Design reg_file_p, sky130hd; sources not shown.
**Cell outlines without signal wires**

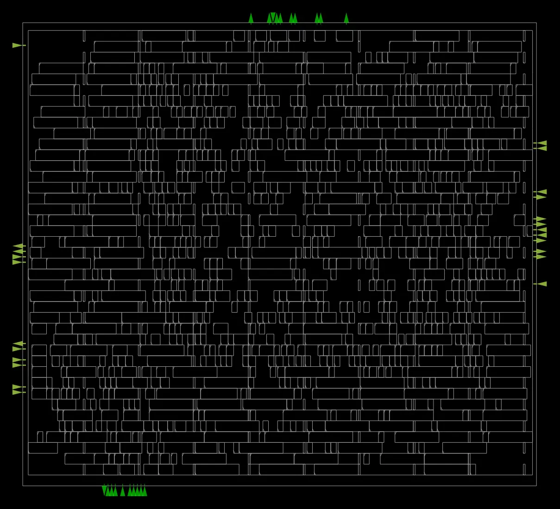
number of flip-flops and latches: 134
Seq/total area: 0.439
Final Util: 0.640
# Taps: 193
Non-Filler Instances: 1167

**Routed metal per tile**

Scale bar: 50 um. The die is cut into 26 by 23 equal tiles; dark purple is low, yellow is high, scaled to the fullest tile. Values are wire area over tile area, all layers added.
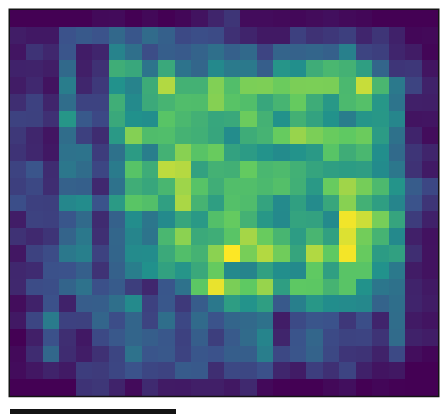
nearly empty tiles: 5.2%
densest ninth of the die: center
emptiest ninth of the die: south-west
drt total wl: 26100 um
via count: 6788

**Metal 4**

Scale bar: 50 um. Supply wires on this layer in gray.
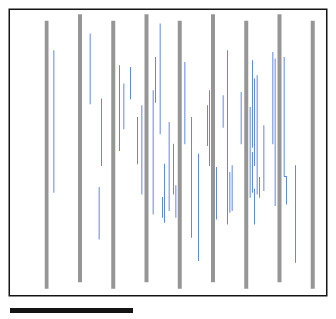
main direction: vertical
share of all routed wire: 4.7%
nets with wire on the layer: 33

**Sequential cells grouped by signal name**

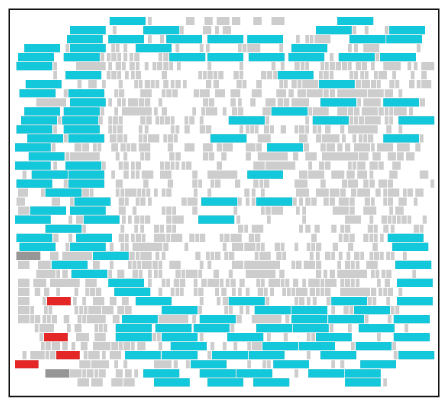
legend:
  cyan:
    name_in_the_netlist: mem
    flops: 128
    where: all over the die
  red:
    name_in_the_netlist: u_clr_seq.ptr
    flops: 4
    where: south-west
Seq. cell area: 3960 um2
Seq power: 2520 uW

==> flow_summary.json <==
{
  "grt_use_met1": 0.488,
  "grt_usage": 0.368,
  "layout.nets": 987,
  "drt-pass1-iter-count": 6,
  "timing.fmax_mhz": 399,
  "crit_path_top_delay_cell": "nor2_2",
  "pin_count": 43,
  "area_delta_synth_final_pct": 24.6,
  "ys_chip_area_um2": 7240,
  "ys_seq_frac": 0.547,
  "clk_pin_slew_ns": 0.06,
  "grt_pass1_vias": 6449,
  "synthesis.area_um2": 7240,
  "flop_cell": "edfxtp_1",
  "clock-sinks": 134,
  "design_area_um2": 9020,
  "chipArea_um2": 15000,
  "viasPerCell": 5.82,
  "failed_checks": "negative setup slack",
  "power_density_nw_per_um2": 635,
  "cpLargestDelayFamily": "simple AND/OR/NAND/NOR gates",
  "cts_buffer_depth": 2,
  "synthCells": 898,
  "grt_first_pass_wirelength_um": 38500,
  "met3_usage": 0.0971,
  "r2r_slack_ns": 0.02,
  "critical_path.cell_chain": "clkdlybuf4s50_1 > nor3_4 > nand2_4 > o21ai_1 > nand3_1 > nor2_2",
  "fp-row-count": 41,
  "hold_viol": 0,
  "top_area_frac": 0.531,
  "slew_viol_final": 0,
  "cap_violations": 0,
  "leakagePower_uw": 0.00407,
  "crit_path_start_kind": "input pin",
  "warning_count": 29,
  "grtUsageMet2": 0.554,
  "dpl_cell_area_um2": 7910,
  "drc_errors": 0,
  "edf_count": 128,
  "layout_top_cell": "nand2_1",
  "chipWidth_um": 129,
  "fin_crit_ns": 2.50,
  "largest_register_ffs": 128,
  "die_y_um": 116,
  "floorplan.core_util": 0.514,
  "setup_viol": 30,
  "async_flop_share": 0,
  "numCtsBuffers": 17,
  "drive_gt1_frac": 0.186,
  "core_area_um2": 14100,
  "postRouteAntennaNets": 0,
  "wl_per_cell_um": 22.3,
  "n_antenna_cell": 0,
  "worstSetupEndpointType": "flip-flop",
  "antenna_found_initial": 0,
  "hp-class": "flip-flop to flip-flop",
  "grt_start_max_net_pins": 17,
  "status": "finished, violations left",
  "ys_warn_count": 0,
  "ys_cells": 898,
  "worst_pin_slew_ns": 0.920,
  "cts_tree": "built",
  "max_stage_delay_ns": 0.58,
  "worstPathMaxFanout": 8,
  "period_used_share": 1.02,
  "whs_path_depth": 2,
  "cts_root_buffer": "clkbuf_16",
  "crit_type": "input pin to flip-flop",
  "nFillCells": 1235,
  "hpwl_um": 17900,
  "cts_max_level": 4,
  "overflow": 0,
  "port_buffers": 36,
  "ys_ff": 134,
  "crit_buf_inv": 1,
  "power_uw": 5730,
  "gp_congestion": 1.07,
  "fin_ws_ns": -0.0542,
  "cp.depth": 6,
  "topCellsByArea": "edfxtp_1, nand3_1, nand2_1, inv_1, nor2_1",
  "maxSlewHeadroom": 0.386,
  "ys_types": 21,
  "detail_route.iter0.violations": 1249,
  "lay_top_cells": "nand2_1, nand3_1, inv_1",
  "whs_ns": 0.353,
  "clock_latency_ns": 0.42,
  "top_area_cell": "edfxtp_1",
  "top_usage_layer": "met2",
  "cp.required_ns": 2.41,
  "cp.arrival_ns": 2.47,
  "ir_worst_vdd_uv": 606,
  "r2r_cells": 6,
  "syn_avg_cell_area_um2": 8.07,
  "rsz0062_at_grt": "yes",
  "syn_nets": 924
}
## timing repair
item,4_1_cts,5_1_grt
pin swaps,6,6
hold buffers,0,0
buffers inserted,1,2
gates cloned,0,1
resized,207,64
setup endpoints to repair,105,104
hold endpoints to repair,0,0
## per-stage QoR
step | instances | setup WS (ns) | TNS, ns
finish | 1167 | -0.0542 | -0.938
global route | 1167 | -0.160 | -4.93
CTS | 1163 | -0.0635 | -1.25
detailed placement | 1130 | -1.11 | -102.06
global placement | 1127 | -1.13 | -159.65
floorplan | 898 | 0.248 | 0
## cells in the mapped netlist (3+ instances only)
| cell type | count |
|---|---|
| a21oi_1 | 18 |
| buf_1 | 7 |
| buf_2 | 12 |
| clkbuf_1 | 30 |
| dfxtp_1 | 6 |
| edfxtp_1 | 128 |
| inv_1 | 151 |
| nand2_1 | 266 |
| nand3_1 | 229 |
| nor2_1 | 34 |
| o21ai_1 | 3 |
## kinds of logic (layout without fill, tap and decap cells)
kind of cell,count (synthesis),count (layout),synth area share
AND-OR/OR-AND,24,24,0.0185
adder cells (fa/ha/maj),2,2,0.00345
flip-flops,134,134,0.547
buffers and inverters,204,280,0.110
AND/OR/NAND/NOR,534,534,0.321
## cell type report
type                    instances  area, um2  share of cell area
multi-input cells             560       2750               0.305
inverters                     153        582              0.0645
repair buffers                 44        398              0.0441
clock buffers                  18        429              0.0476
plain buffers                  51        508              0.0563
flip-flops and latches        134       3960               0.439
well taps                     193        241              0.0268
clock inverters                14        149              0.0165
## power by group
group	switching [uW]	internal (uW)	leakage [uW]
combinational	443	219	0.00240
clock	1050	1510	0.000281
sequential	10.2	2510	0.00139
## metal layers
layer / wire length, um / share of wire
met2: 11400 / 0.44
met1: 10100 / 0.39
met5: 0 / 0
met3: 3330 / 0.13
met4: 1220 / 0.047
No activity file was given, so power comes from the tool's default toggle rates.
